==> run_1/clk_routes.png <==
Bar = 20 um.
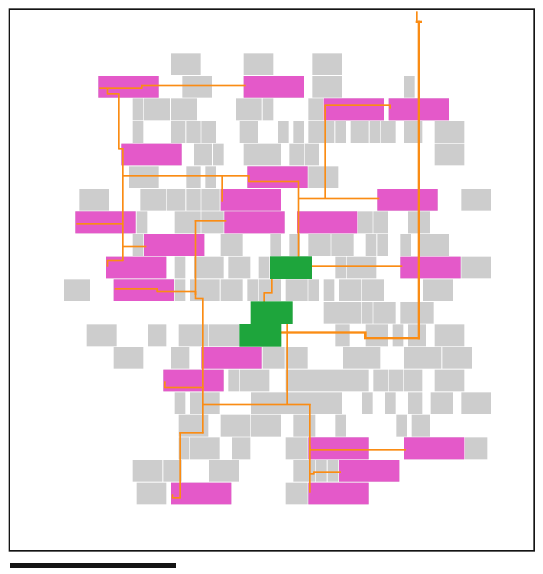
==> run_1/congestion.png <==
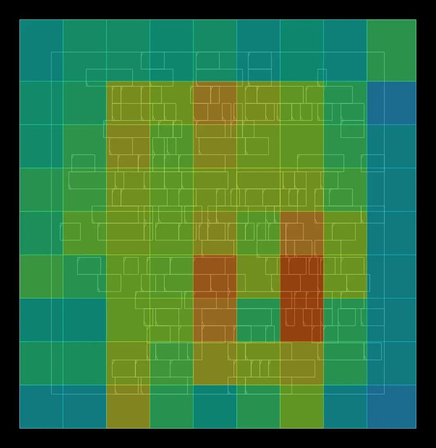
==> run_1/wires.png <==
Bar = 20 um.
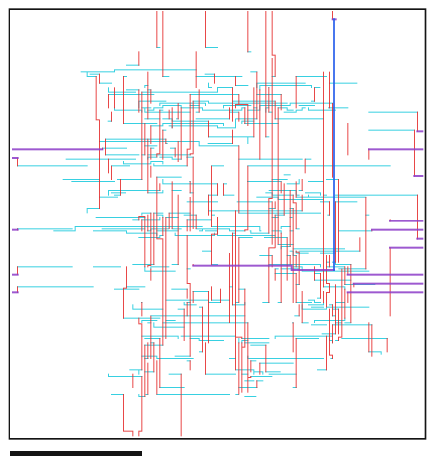
--- config.mk ---
export PLATFORM = sky130hd
export DESIGN_NAME = count_compare_pwm_flat
export DESIGN_NICKNAME = d
export VERILOG_FILES = /design/src/rtl/count_compare_pwm_if.sv /design/src/rtl/count_compare_pwm.sv /design/src/flat_wrapper.sv
export SDC_FILE = /design/constraint.sdc
export NUM_CORES = 1
export LEC_CHECK = 0
export ABC_AREA = 0
export CAP_MARGIN = 10
export CORE_AREA = 5 5 58 60
export CTS_BUF_LIST = sky130_fd_sc_hd__clkbuf_8
export CTS_CLUSTER_DIAMETER = 200
export DETAILED_ROUTE_END_ITERATION = 8
export DIE_AREA = 0 0 63 65
export SYNTH_ARGS = -nofsm -noshare
export SYNTH_HDL_FRONTEND = slang
export SYNTH_SLANG_ARGS = --single-unit
--- constraint.sdc ---
create_clock -name clk -period 1.8 [get_ports clk]
set_clock_uncertainty 0.1 [all_clocks]
set_input_delay 0.27 -clock clk [delete_from_list [all_inputs] [get_ports clk]]
set_output_delay 0.27 -clock clk [all_outputs]
set_load 0.01 [all_outputs]
--- src/rtl/count_compare_pwm_if.sv ---
// Count/duty bus for count_compare_pwm: upstream counter samples plus the duty-update handshake.
// Handshake: a duty word transfers on a clk edge where duty_valid and duty_ready are both 1;
// the master holds duty_valid and duty_data stable until that edge, and duty_ready never depends on duty_valid.
interface count_compare_pwm_if #(
    parameter int WIDTH = 4
);
    logic [WIDTH-1:0] count_in;
    logic             count_valid;
    logic [WIDTH:0]   duty_data;
    logic             duty_valid;
    logic             duty_ready;

    modport master (
        output count_in, count_valid, duty_data, duty_valid,
        input  duty_ready
    );

    modport slave (
        input  count_in, count_valid, duty_data, duty_valid,
        output duty_ready
    );
endinterface

--- src/rtl/count_compare_pwm.sv ---
// Count-compare PWM: registered pwm_out from count_in < duty, with duties double-buffered to wrap.
// Optional sticky wrap interrupt (irq_clr / wrap_irq) when WRAP_IRQ_STICKY_EN is defined.
module count_compare_pwm #(
    parameter int WIDTH    = 4,
    parameter int CYCLES_W = 8
) (
    input  logic                clk,
    input  logic                reset,
    count_compare_pwm_if.slave  bus,
    output logic                pwm_out,
    output logic                wrap_pulse,
    output logic [CYCLES_W-1:0] period_cnt,
    output logic                state_dbg
`ifdef WRAP_IRQ_STICKY_EN
    ,
    input  logic                irq_clr,
    output logic                wrap_irq
`endif
);

    localparam logic [WIDTH:0] DUTY_MAX = {1'b1, {WIDTH{1'b0}}};

    typedef enum logic {
        IDLE = 1'b0,
        RUN  = 1'b1
    } state_t;

    state_t              state_q, state_d;
    logic [WIDTH:0]      active_q, active_d;
    logic [WIDTH:0]      pending_q, pending_d;
    logic                pending_full_q, pending_full_d;
    logic                pwm_d;
    logic                wrap_d;
    logic [CYCLES_W-1:0] period_d;

    logic                accept;
    logic                wrap;
    logic                duty_avail;
    logic [WIDTH:0]      duty_sat;

    assign bus.duty_ready = !reset && !pending_full_q;
    assign accept         = bus.duty_valid && bus.duty_ready;
    assign duty_sat       = (bus.duty_data > DUTY_MAX) ? DUTY_MAX : bus.duty_data;
    assign wrap           = bus.count_valid && (bus.count_in == {WIDTH{1'b1}});
    assign duty_avail     = pending_full_q || accept;
    assign state_dbg      = (state_q == RUN);

    always_comb begin
        state_d        = state_q;
        active_d       = active_q;
        pending_d      = pending_q;
        pending_full_d = pending_full_q;
        pwm_d          = pwm_out;
        wrap_d         = 1'b0;
        period_d       = period_cnt;

        // The wrap sample is still compared against the old duty; a new duty starts at count 0.
        if (bus.count_valid) begin
            pwm_d = (state_q == RUN) && ({1'b0, bus.count_in} < active_q);
        end

        if (wrap && ((state_q == RUN) || duty_avail)) begin
            wrap_d  = 1'b1;
            state_d = RUN;
            if (state_q == RUN) begin
                period_d = period_cnt + 1'b1;
            end
            if (pending_full_q) begin
                active_d       = pending_q;
                pending_full_d = 1'b0;
            end else if (accept) begin
                active_d = duty_sat;
            end
        end else if (accept) begin
            pending_d      = duty_sat;
            pending_full_d = 1'b1;
        end
    end

    always_ff @(posedge clk) begin
        if (reset) begin
            state_q        <= IDLE;
            active_q       <= '0;
            pending_q      <= '0;
            pending_full_q <= 1'b0;
            pwm_out        <= 1'b0;
            wrap_pulse     <= 1'b0;
            period_cnt     <= '0;
        end else begin
            state_q        <= state_d;
            active_q       <= active_d;
            pending_q      <= pending_d;
            pending_full_q <= pending_full_d;
            pwm_out        <= pwm_d;
            wrap_pulse     <= wrap_d;
            period_cnt     <= period_d;
        end
    end

`ifdef WRAP_IRQ_STICKY_EN
    // Set has priority over clear so a wrap coinciding with irq_clr is never lost.
    always_ff @(posedge clk) begin
        if (reset) begin
            wrap_irq <= 1'b0;
        end else if (wrap_pulse) begin
            wrap_irq <= 1'b1;
        end else if (irq_clr) begin
            wrap_irq <= 1'b0;
        end
    end
`endif

endmodule

--- src/flat_wrapper.sv ---
// flat-port wrapper written by rule: the top's interface ports become plain ports
module count_compare_pwm_flat 
#(
    parameter int WIDTH    = 4,
    parameter int CYCLES_W = 8
)
  (clk, reset, pwm_out, wrap_pulse, period_cnt, state_dbg, bus_count_in, bus_count_valid, bus_duty_data, bus_duty_valid, bus_duty_ready);
  count_compare_pwm_if #(.WIDTH(WIDTH)) bus_i ();
  input  logic clk;
  input  logic reset;
  output logic pwm_out;
  output logic wrap_pulse;
  output logic [CYCLES_W-1:0] period_cnt;
  output logic state_dbg;
  input wire logic [$bits(bus_i.count_in)-1:0] bus_count_in;
  input wire logic [$bits(bus_i.count_valid)-1:0] bus_count_valid;
  input wire logic [$bits(bus_i.duty_data)-1:0] bus_duty_data;
  input wire logic [$bits(bus_i.duty_valid)-1:0] bus_duty_valid;
  output wire logic [$bits(bus_i.duty_ready)-1:0] bus_duty_ready;
  assign bus_i.count_in = bus_count_in;
  assign bus_i.count_valid = bus_count_valid;
  assign bus_i.duty_data = bus_duty_data;
  assign bus_i.duty_valid = bus_duty_valid;
  assign bus_duty_ready = bus_i.duty_ready;
  count_compare_pwm #(.WIDTH(WIDTH), .CYCLES_W(CYCLES_W)) u_core (.clk(clk), .reset(reset), .bus(bus_i), .pwm_out(pwm_out), .wrap_pulse(wrap_pulse), .period_cnt(period_cnt), .state_dbg(state_dbg));
endmodule
==> reports/qor.csv, run 1 <==
stage;metric;value;unit
status;outcome;finished, final reports clean;
final_timing;min_period_over_period;0.924;
critical_path;crit_family;buffers and inverters;
final_layout;seq_share;0.296;
clocking;cts_buffer_depth;2;
synthesis;ys_seq_share;0.418;
final_timing;period_needed;1.66;ns
synthesis;syn-num-nets;137;
detailed_routing;first_pass_iters;4;
global_route;grt_overflow_total;0;
clocking;cts_tree;done;
final_layout;drive_gt1_frac;0.134;
final_layout;nNonClkBuffers;38;
clocking;ctsResizeCount;1;
global_route;first_global_vias;916;
critical_path;endpoint_kind;register;
pwr;power.total;0.00108;W
synthesis;ys_chip_area;0.00105;mm2
final_layout;register_area;440;um2
final_timing;max_freq;601;MHz
critical_path;cp.depth;6;
final_layout;flops;22;
pwr;pg_comb;0.000118;W
synthesis;synth_cell_types;24;
global_route;antenna_found_initial;0;
synthesis;yosys_cells;120;
synthesis;synth_top_cell_by_count;nor2_1;
clocking;cts_htree_levels;1;
pwr;powerSeq;0.000500;W
die;num_io_pins;25;
final_layout;buf_share;0.231;
synthesis;top_cells_by_area;dfxtp_1, mux2i_1, nor2_1;
pwr;p_switching;0.000222;W
final_layout;comb_area_share;0.380;
pwr;clkPwrFrac;0.427;
final_layout;top_regs;u_core.period_cnt (8), u_core.active_q (5), u_core.pending_q (5);
hold_path;hold_start;u_core.period_cnt[7]$_SDFFE_PP0P_;
synthesis;xor_share;0.0499;
synthesis;synthAoiAreaFrac;0.109;
synthesis;ys_sh_adder;0.0475;
final_layout;regMostFlops;u_core.period_cnt;
critical_path;r2r-end;u_core.period_cnt[6]$_SDFFE_PP0P_;
pwr;switching_share;0.206;
clocking;ctsHoldBuffers;0;
pwr;leakage;0.537;nW
die;core;0.00288;mm2
critical_path;cp-start-kind;input pin;
pwr;internal-power;0.000857;W
synthesis;common_cells;nor2_1, dfxtp_1, mux2i_1;
detailed_routing;drc;0;
detailed_routing;drt-total-wl;2320;um
global_route;grt_usage;0.124;
placement;dpl.hpwl;1820;um
critical_path;cp-startpoint;bus_count_in[1];
clocking;clkTransAtPathRegs;0.09;ns
synthesis;syn-cell-area;0.00105;mm2
final_layout;fillers;283;
hold_path;holdPathStages;2;
critical_path;required;1.86;ns
detailed_routing;drtIter0Drc;44;
critical_path;worst-r2r-cell-count;5;
final_layout;syn_to_final_growth;41.3;%
synthesis;edf_count;0;
critical_path;crit_fanout;5;
synthesis;avgSynthCellArea;8.78;um2
final_timing;maxSlewViolCount;0;
final_timing;fin_tns_setup;0;ns
clocking;cts_setup_buffers;0;
clocking;cts_root_buffer;clkbuf_8;
final_layout;mostFrequentLayoutCell;nor2_1;
final_layout;final_cell_mix;nor2_1, clkdlybuf4s50_1, dfxtp_1;
global_route;grt_pass1_wl;4140;um
final_timing;grt_setup_unrepaired;no;
run;maxCapViolCount;0;
pwr;maxPowerGroup;sequential cells;
placement;port_buffers;24;
detailed_routing;routed_via_density;4.93;
critical_path;arrival;1.72;ns
synthesis;flop_cell;dfxtp_1;
final_timing;finalSetupViolCount;0;
final_layout;logic_area;566;um2
hold_path;hold_class;register to register;
hold_path;whs_endpoint;u_core.period_cnt[7]$_SDFFE_PP0P_;
critical_path;critPathKind;input pin to register;
global_route;grt_max_degree;15;
die;fp-utilization;0.366;
synthesis;synth_area_leader_cell;dfxtp_1;
pwr;pwr.group.clock;0.000461;W
synthesis;logic_family;simple AND/OR/NAND/NOR gates;
final_layout;n_antenna_cell;0;
clocking;clkSinkCount;22;
placement;routabilityCongestion;0.779;
synthesis;async_reset_ff_frac;0;
final_timing;hold_viol_final;0;
critical_path;rrSetupSlack;0.34;ns
critical_path;crit_path_end;u_core.pending_q[2]$_SDFFE_PP0P_;
critical_path;r2r-start;u_core.period_cnt[0]$_SDFFE_PP0P_;
die;fp.dieW;63;um
synthesis;top_area_frac;0.418;
final_timing;slew-limit-headroom;0.790;
final_layout;clkbuf_count;3;
pwr;combPwrFrac;0.110;
pwr;cellPowerDensity;725;mW/mm2
final_layout;num-multi-input-gates;86;
die;die_y;65;um
final_layout;nNonClkInverters;7;
run;openroad.warnings;26;
synthesis;yosys_warnings;0;
detailed_routing;postRouteAntennaNets;0;
pwr;peakVddDrop;0.365;mV
pwr;pwr-share-seq;0.464;
About clk_routes.png:
Green is clock drivers, count 3. Orange is clock wires, length 307 um. Magenta is flip-flops, count 22.
There are 4 routed clock nets.

About congestion.png:
met2 Resource Use GR: 0.209
DR WL/cell: 12.2 um

About wires.png:
Purple is metal 3, wire length 99.8 um. Red is metal 2, wire length 1060 um. Cyan is metal 1, wire length 1120 um. Blue is metal 4, wire length 38.1 um.

[run 1: per-stage QoR]
stage | hold WS (ns) | worst slack (ns) | area (um2) | cells | utilization
after floorplan | 0.268 | 0.322 | 1050 | 120 | -
after global placement | 0.374 | -0.0979 | 1420 | 186 | 0.493
after detailed placement | 0.385 | -0.136 | 1420 | 186 | 0.493
after CTS | 0.402 | 0.135 | 1490 | 190 | 0.517
after global routing | 0.430 | 0.000729 | 1490 | 190 | 0.517
final | 0.396 | 0.137 | 1490 | 190 | 0.517
[run 1: per-layer routing]
metal  part of all wire  vias up  GRT usage
met1               0.48      429      0.152
met3              0.043        2     0.0277
met2               0.46       17      0.209
met5                  0        -          0
li1                   -      488          -
met4              0.016        0     0.0477
==> run 1 -> run 2 <==
--- a/config.mk
+++ b/config.mk
@@ -6,7 +6,6 @@
 export NUM_CORES = 1
 export LEC_CHECK = 0
 export ABC_AREA = 0
-export CAP_MARGIN = 10
 export CORE_AREA = 5 5 58 60
 export CTS_BUF_LIST = sky130_fd_sc_hd__clkbuf_8
 export CTS_CLUSTER_DIAMETER = 200
==> run 2 against run 1 <==
Against the previous run:
- non-clock buffer count unchanged
- register-to-register slack about the same
- area after synthesis unchanged
- routed wire length unchanged
- first-iteration DRC count unchanged
- worst hold slack unchanged
- worst setup slack unchanged
- flip-flop count unchanged
- highest routed layer unchanged
- die size unchanged
- global-route usage unchanged
- critical path type unchanged
- fmax unchanged
- count of clock-buffer cells in the layout unchanged
==> reports/qor.csv, run 2 <==
stage;metric;value;unit;change
critical_path;endpoint_kind;register;;
placement;port_buffers;24;;unchanged
detailed_routing;first_pass_iters;4;;unchanged
synthesis;flop_cell;dfxtp_1;;
die;num_io_pins;25;;unchanged
final_layout;drive_gt1_frac;0.134;;unchanged
pwr;pwr-share-seq;0.464;;about the same
synthesis;yosys_cells;120;;unchanged
critical_path;crit_path_end;u_core.pending_q[2]$_SDFFE_PP0P_;;
pwr;switching_share;0.206;;unchanged
final_layout;fillers;283;;unchanged
final_layout;n_antenna_cell;0;;unchanged
synthesis;synth_top_cell_by_count;nor2_1;;
synthesis;ys_chip_area;0.00105;mm2;unchanged
final_layout;design_area;0.00149;mm2;unchanged
final_timing;finalSetupViolCount;0;;unchanged
synthesis;avgSynthCellArea;8.78;um2;unchanged
pwr;pg_comb;0.000118;W;about the same
global_route;grt_max_degree;15;;unchanged
die;die_y;65;um;unchanged
critical_path;crit_family;buffers and inverters;;
detailed_routing;postRouteAntennaNets;0;;unchanged
final_layout;buf_share;0.231;;unchanged
global_route;grt_overflow_total;0;;unchanged
critical_path;cp-start-kind;input pin;;
die;die_area;0.00410;mm2;
final_timing;fin_tns_setup;0;ns;unchanged
pwr;power.total;0.00108;W;unchanged
final_layout;nNetsFinal;175;;
placement;routabilityCongestion;0.779;;unchanged
final_layout;register_area;440;um2;unchanged
final_timing;setup_ws;0.137;ns;unchanged
synthesis;top_cells_by_area;dfxtp_1, mux2i_1, nor2_1;;
run;maxCapViolCount;0;;unchanged
final_layout;logic_area;566;um2;unchanged
final_layout;comb_area_share;0.380;;unchanged
placement;dp_slack;-0.136;ns;unchanged
clocking;cts_tree;done;;
hold_path;holdPathStages;2;;unchanged
synthesis;syn-num-nets;137;;unchanged
critical_path;required;1.86;ns;about the same
clocking;cts_root_buffer;clkbuf_8;;
final_layout;mostFrequentLayoutCell;nor2_1;;
final_timing;max_freq;601;MHz;unchanged
synthesis;yosys_warnings;0;;unchanged
pwr;cellPowerDensity;725;mW/mm2;unchanged
clocking;cts_setup_buffers;0;;unchanged
pwr;maxPowerGroup;sequential cells;;
synthesis;synth_cell_types;24;;unchanged
critical_path;crit_fanout;5;;unchanged
final_layout;largest_register_ffs;8;;
critical_path;r2r-start;u_core.period_cnt[0]$_SDFFE_PP0P_;;
critical_path;critPathBufInv;2;;
final_timing;grt_setup_unrepaired;no;;
final_layout;top_regs;u_core.period_cnt (8), u_core.active_q (5), u_core.pending_q (5);;
synthesis;common_cells;nor2_1, dfxtp_1, mux2i_1;;
clocking;clkTransAtPathRegs;0.09;ns;about the same
final_timing;maxSlewViolCount;0;;unchanged
final_layout;nNonClkInverters;7;;unchanged
global_route;antenna_found_initial;0;;unchanged
detailed_routing;drc;0;;unchanged
clocking;cts_htree_levels;1;;unchanged
pwr;powerSeq;0.000500;W;about the same
final_layout;clkbuf_count;3;;unchanged
clocking;cts_buffers;3;;
run;openroad.warnings;26;;unchanged
clocking;ctsHoldBuffers;0;;unchanged
final_timing;min_period_over_period;0.924;;unchanged
die;fp-utilization;0.366;;unchanged
die;rows;20;;
pwr;peakVddDrop;0.365;mV;unchanged
synthesis;syn-cell-area;0.00105;mm2;unchanged
synthesis;edf_count;0;;unchanged
final_layout;clk_share;0.0479;;
final_timing;slew-limit-headroom;0.790;;unchanged
global_route;grt_pass1_wl;4140;um;unchanged
critical_path;cp.depth;6;;unchanged
critical_path;arrival;1.72;ns;about the same
final_timing;worst_hold_slack;0.396;ns;unchanged
synthesis;synth_area_leader_cell;dfxtp_1;;
critical_path;rrSetupSlack;0.34;ns;about the same
clocking;clkSinkCount;22;;unchanged
synthesis;ys_seq_share;0.418;;unchanged
placement;place_area;0.00142;mm2;unchanged
pwr;clkPwrFrac;0.427;;about the same
critical_path;cp-startpoint;bus_count_in[1];;
critical_path;critPathKind;input pin to register;;
final_layout;num-multi-input-gates;86;;unchanged
final_layout;seq_share;0.296;;unchanged
pwr;leakage;0.537;nW;unchanged
pwr;p_switching;0.000222;W;unchanged
final_timing;hold_viol_final;0;;unchanged
placement;dpl.hpwl;1820;um;unchanged
final_layout;finalNonFillerCells;190;;unchanged
hold_path;hold_class;register to register;;
critical_path;r2r-end;u_core.period_cnt[6]$_SDFFE_PP0P_;;
final_layout;final_cell_mix;nor2_1, clkdlybuf4s50_1, dfxtp_1;;
final_layout;regMostFlops;u_core.period_cnt;;
critical_path;critPathMaxStageDelay;0.44;ns;
detailed_routing;routed.top_layer;met4;;
final_layout;final_core_util;0.517;;unchanged
synthesis;async_reset_ff_frac;0;;unchanged
pwr;combPwrFrac;0.110;;about the same
hold_path;hold_start;u_core.period_cnt[7]$_SDFFE_PP0P_;;
final_timing;period_needed;1.66;ns;unchanged
synthesis;top_area_frac;0.418;;unchanged
global_route;first_global_vias;916;;unchanged
detailed_routing;route.met3.wl;99;um;unchanged
die;core;0.00288;mm2;unchanged
detailed_routing;wire_per_inst;12.2;um;unchanged
pwr;internal-power;0.000857;W;unchanged
status;outcome;finished, final reports clean;;
critical_path;worst-r2r-cell-count;5;;unchanged
final_layout;syn_to_final_growth;41.3;%;unchanged
detailed_routing;drt-total-wl;2320;um;unchanged
detailed_routing;route.met2.wl;1060;um;unchanged
hold_path;whs_endpoint;u_core.period_cnt[7]$_SDFFE_PP0P_;;
final_layout;flops;22;;unchanged
global_route;grt_usage;0.124;;unchanged
clocking;cts_buffer_depth;2;;unchanged
die;fp.dieW;63;um;unchanged
detailed_routing;drt-met1-wl;1120;um;unchanged
placement;dp_cells;186;;unchanged
detailed_routing;routed_via_density;4.93;;unchanged
clocking;ctsResizeCount;1;;unchanged
detailed_routing;drtIter0Drc;44;;unchanged
final_layout;nNonClkBuffers;38;;unchanged
pwr;pwr.group.clock;0.000461;W;about the same
==> run 2: cells by family (layout without fill, tap and decap cells) <==
logic type	count (synthesis)	in the layout	synth area share
adder cells (fa/ha/maj)	4	4	0.0475
flip-flops	22	22	0.418
AND-OR/OR-AND	15	15	0.109
multiplexers	10	10	0.0950
buffers and inverters	12	49	0.0451
XOR/XNOR	6	6	0.0499
AND/OR/NAND/NOR	51	51	0.235
==> run 2: routing by layer <==
layer,track usage,up-vias
met5,0,-
met4,0.0477,0
met3,0.0277,2
met2,0.209,17
met1,0.152,429
li1,-,488
==> run 2: worst min-delay path: cells and delay by family, from the launching register on <==
kind / cells / cell delay, ns
simple gates: 1 / 0.06
compound gates: 1 / 0.06
flops: 1 / 0.33
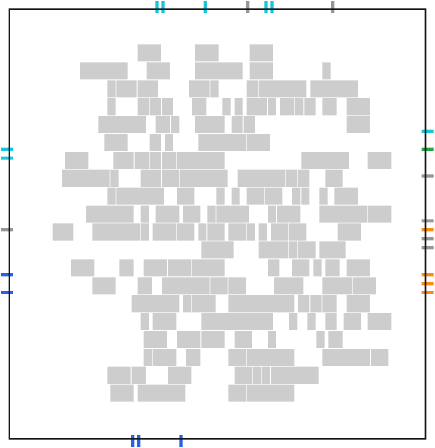
(run_2/io_placement.png)
Pins as bars across the die edge, other pins in gray.
Orange is bus_count_in, pins 4, direction input, edge right. Green is reset, pins 1, direction input, edge right. Cyan is period_cnt, pins 8, direction output, edge 5 top, 2 left, 1 right. Blue is bus_duty_data, pins 5, direction input, edge 3 bottom, 2 left.
All pins by edge: 10 right, 7 top, 5 left, 3 bottom.

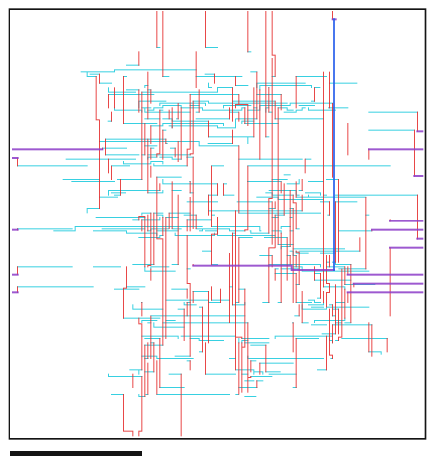
(run_2/wires.png)
Bar = 20 um.
Red is metal 2, wire length 1060 um. Blue is metal 4, wire length 38.1 um. Purple is metal 3, wire length 99.8 um. Cyan is metal 1, wire length 1120 um.

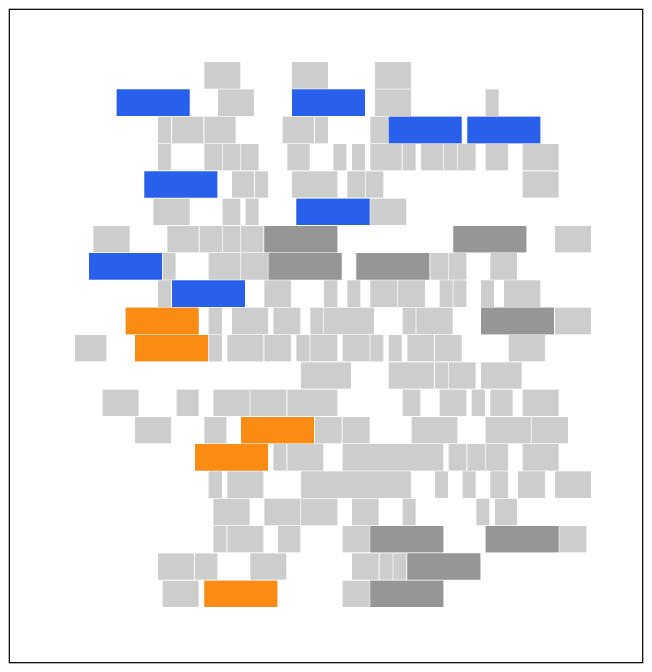
(run_2/flops_by_reg.png)
Blue is u_core.period_cnt, placed flops 8. Orange is u_core.pending_q, placed flops 5.

==> run 2 -> run 3 <==
--- a/config.mk
+++ b/config.mk
@@ -6,11 +6,12 @@
 export NUM_CORES = 1
 export LEC_CHECK = 0
 export ABC_AREA = 0
-export CORE_AREA = 5 5 58 60
+export CORE_AREA = 5 5 52 54
 export CTS_BUF_LIST = sky130_fd_sc_hd__clkbuf_8
 export CTS_CLUSTER_DIAMETER = 200
 export DETAILED_ROUTE_END_ITERATION = 8
-export DIE_AREA = 0 0 63 65
+export DIE_AREA = 0 0 57 59
+export PLACE_DENSITY = 0.78
 export SYNTH_ARGS = -nofsm -noshare
 export SYNTH_HDL_FRONTEND = slang
 export SYNTH_SLANG_ARGS = --single-unit
==> run 3 against run 2 <==
Against the previous run:
- synthesized cell count is the same
- register-to-register slack got worse by 0.02 ns
- highest routed layer unchanged
- critical path type unchanged
- combinational power is essentially flat
- fmax shrank 0.38%
- flip-flop count unchanged
- global-route usage up 2.6 points
- sequential power about the same
- die size shrank 18%
- worst setup slack lost 0.0064 ns
- clock power decreased by 24%
==> reports/qor.csv, run 3 <==
stage;metric;value;unit;change
status;outcome;finished, final reports clean;;
die;core;0.00217;mm2;-25%
pwr;power.total;0.000970;W;-10%
synthesis;logic_family;simple AND/OR/NAND/NOR gates;;
global_route;use_met2;0.253;;+0.0439
pwr;cellPowerDensity;655;mW/mm2;-9.7%
die;die_area;0.00336;mm2;-18%
synthesis;synthSimpleGateAreaFrac;0.235;;unchanged
synthesis;ys_chip_area;0.00105;mm2;unchanged
final_layout;top_regs;u_core.period_cnt (8), u_core.active_q (5), u_core.pending_q (5);;
placement;dp_slack;-0.162;ns;-0.0258 ns
final_layout;final_core_util;0.683;;+0.165
global_route;first_global_vias;960;;+4.8%
synthesis;mux_share;0.0950;;unchanged
synthesis;ys_seq_share;0.418;;unchanged
clocking;ctsResizeCount;1;;unchanged
global_route;antenna_found_initial;0;;unchanged
detailed_routing;first_pass_iters;2;;-2
final_timing;setup_ws;0.131;ns;-0.00638 ns
pwr;leakage;0.539;nW;+0.55%
clocking;clock_latency;0.26;ns;
final_layout;nNetsFinal;177;;+1.1%
die;fp-utilization;0.486;;+0.119
critical_path;crit_fanout;5;;unchanged
synthesis;common_cells;nor2_1, dfxtp_1, mux2i_1;;
critical_path;crit_path_end;u_core.pending_q[3]$_SDFFE_PP0P_;;
synthesis;xor_share;0.0499;;unchanged
hold_path;holdPathStages;2;;unchanged
die;num_io_pins;25;;unchanged
placement;dpl.hpwl;1830;um;+0.32%
critical_path;crit_chain;clkdlybuf4s50_1 -> and4_4 -> a2111oi_4 -> buf_4 -> mux2i_1 -> nor2_1;;
synthesis;synthAoiAreaFrac;0.109;;unchanged
final_layout;drive_gt1_frac;0.145;;+0.0109
detailed_routing;postRouteAntennaNets;0;;unchanged
final_timing;finalSetupViolCount;0;;unchanged
placement;place_area;0.00143;mm2;+0.62%
hold_path;hold_class;register to register;;
clocking;cts_setup_buffers;0;;unchanged
detailed_routing;wire_per_inst;12.0;um;-1.4%
final_layout;logic_area;566;um2;unchanged
final_timing;grt_setup_unrepaired;no;;
synthesis;ys.flops;22;;
final_timing;worst_hold_slack;0.395;ns;-0.00159 ns
final_layout;n_antenna_cell;0;;unchanged
synthesis;top_cells_by_area;dfxtp_1, mux2i_1, nor2_1;;
synthesis;edf_count;0;;unchanged
hold_path;whs_endpoint;u_core.period_cnt[7]$_SDFFE_PP0P_;;
clocking;cts_root_buffer;clkbuf_8;;
synthesis;synth_top_cell_by_count;nor2_1;;
clocking;cts_buffers;3;;unchanged
global_route;busiest_layer;met2;;
die;die_y;59;um;-9.2%
critical_path;crit_family;buffers and inverters;;
final_timing;max_freq;599;MHz;-0.38%
critical_path;cp-start-kind;input pin;;
final_timing;max_slew.worst_pin.slew;0.335;ns;
global_route;grt_pass1_wl;4040;um;-2.3%
run;openroad.warnings;26;;unchanged
critical_path;rrSetupSlack;0.32;ns;-0.02 ns
final_layout;largest_register_ffs;8;;unchanged
final_timing;min_period_over_period;0.927;;+0.00354
synthesis;flop_cell;dfxtp_1;;
clocking;cts_htree_levels;1;;unchanged
final_layout;register_area;440;um2;unchanged
critical_path;r2r-end;u_core.period_cnt[5]$_SDFFE_PP0P_;;
hold_path;hold_start;u_core.period_cnt[7]$_SDFFE_PP0P_;;
final_layout;final_cell_mix;nor2_1, clkdlybuf4s50_1, dfxtp_1;;
critical_path;required;1.85;ns;about the same
critical_path;critPathKind;input pin to register;;
detailed_routing;drtIter0Drc;3;;-93%
final_layout;fillers;190;;-33%
final_layout;regMostFlops;u_core.period_cnt;;
critical_path;critPathBufInv;2;;unchanged
detailed_routing;drt-total-wl;2250;um;-2.9%
final_timing;hold_viol_final;0;;unchanged
synthesis;synth_area_leader_cell;dfxtp_1;;
synthesis;yosys_warnings;0;;unchanged
clocking;clkSinkCount;22;;unchanged
critical_path;cp-startpoint;bus_count_in[1];;
clocking;cts_tree;done;;
clocking;ctsHoldBuffers;0;;unchanged
die;fp.dieW;57;um;-9.5%
critical_path;endpoint_kind;register;;
critical_path;cpMaxStageDelayCell;clkdlybuf4s50_1;;
final_layout;design_area;0.00148;mm2;-0.50%
critical_path;arrival;1.72;ns;about the same
critical_path;critPathMaxStageDelay;0.44;ns;about the same
detailed_routing;vias;939;;
global_route;grt_overflow_total;0;;unchanged
global_route;grtUsageMet1;0.192;;+0.0401
critical_path;r2r-start;u_core.state_dbg$_SDFFE_PP0P_;;
clocking;clkTransAtPathRegs;0.07;ns;-0.02 ns
global_route;grt_usage;0.150;;+0.0262
placement;port_buffers;24;;unchanged
synthesis;synth_cell_types;24;;unchanged
final_layout;mostFrequentLayoutCell;nor2_1;;
pwr;peakVddDrop;0.496;mV;+36%
synthesis;avgSynthCellArea;8.78;um2;unchanged
synthesis;ys_sh_adder;0.0475;;unchanged
final_timing;slew-limit-headroom;0.775;;-0.0150
detailed_routing;routed_via_density;5.02;;+1.9%
global_route;grt_max_degree;15;;unchanged
global_route;gr-usage-met3;0.0305;;+0.00277
clocking;cts_buffer_depth;2;;unchanged
synthesis;yosys_cells;120;;unchanged
synthesis;top_area_frac;0.418;;unchanged
synthesis;async_reset_ff_frac;0;;unchanged
die;rows;17;;-15%
synthesis;syn_inst;120;;
final_timing;maxSlewViolCount;0;;unchanged
critical_path;cp.depth;6;;unchanged
run;maxCapViolCount;0;;unchanged
placement;dp_cells;183;;-1.6%
critical_path;worst-r2r-cell-count;5;;unchanged
final_layout;syn_to_final_growth;40.6;%;
final_layout;finalNonFillerCells;187;;-1.6%
final_timing;fin_tns_setup;0;ns;unchanged
detailed_routing;drc;0;;unchanged
placement;routabilityCongestion;0.805;;+3.2%
final_timing;period_needed;1.67;ns;+0.00638 ns
synthesis;syn-num-nets;137;;unchanged
synthesis;syn-cell-area;0.00105;mm2;unchanged
[run 3: cell types whose count changed in the layout (fill, tap and decap cells not counted), sizes merged]
cell,previous run,this run
clkbuf,3,4
buf,14,16
bufinv,1,0
[run 3: power breakdown]
group | total, W | leakage, nW | internal (W) | switching (W)
registers | 0.000500 | 0.178 | 0.000494 | 0.00000640
logic | 0.000120 | 0.333 | 0.0000683 | 0.0000520
clock network | 0.000349 | 0.0288 | 0.000195 | 0.000154
total | 0.000970 | 0.539 | 0.000757 | 0.000213
[run 3: per-layer routing]
metal  up-vias  wire length (um)
li1        495                 -
met5         -                 0
met2        13              1120
met4         0                15
met1       429              1050
met3         2                54
[run 3: cell type report]
type	instances	area share
tap	28	0.0236
timing repair buffer	40	0.242
clock buffer	4	0.0372
multi-input combinational	86	0.382
sequential	22	0.297
inverter	7	0.0177
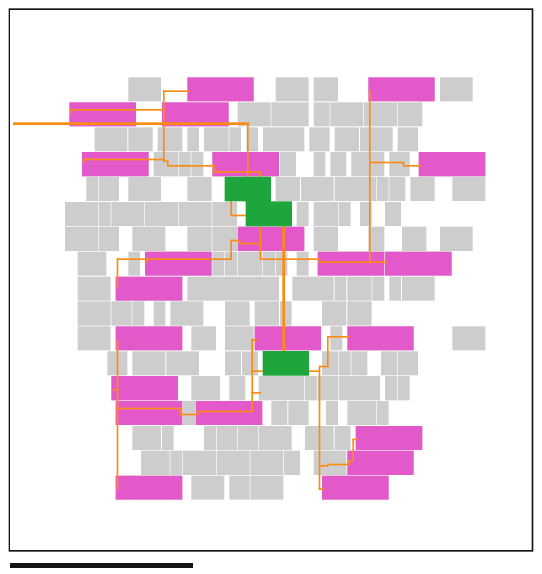
(run_3/clk_routes.png)
Bar = 20 um.
Orange is clock wires, length 251 um. Green is clock drivers, count 3. Magenta is flip-flops, count 22.
There are 4 routed clock nets.

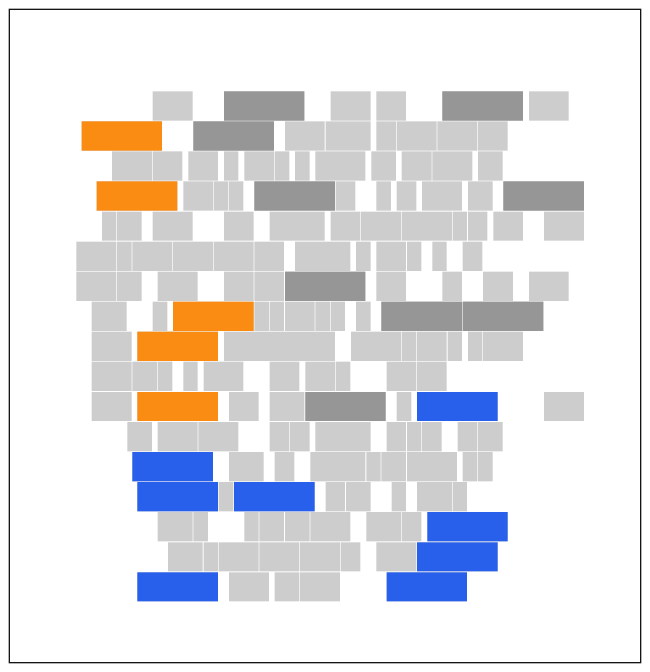
(run_3/flops_by_reg.png)
Orange is u_core.pending_q, placed flops 5, where left middle. Blue is u_core.period_cnt, placed flops 8.
Another 9 sequential cells are not colored.

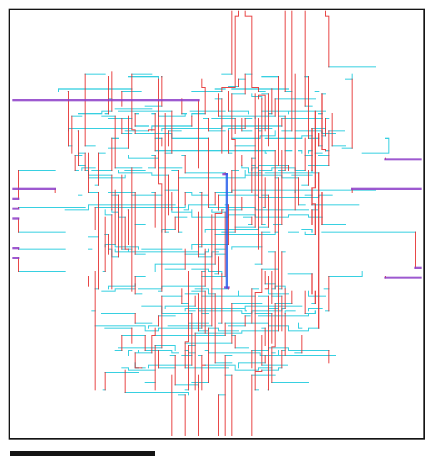
(run_3/wires.png)
Bar = 20 um.
Red is metal 2, wire length 1120 um. Blue is metal 4, wire length 15.6 um. Cyan is metal 1, wire length 1050 um. Purple is metal 3, wire length 55.0 um.

Power and IR drop assume default switching activity.
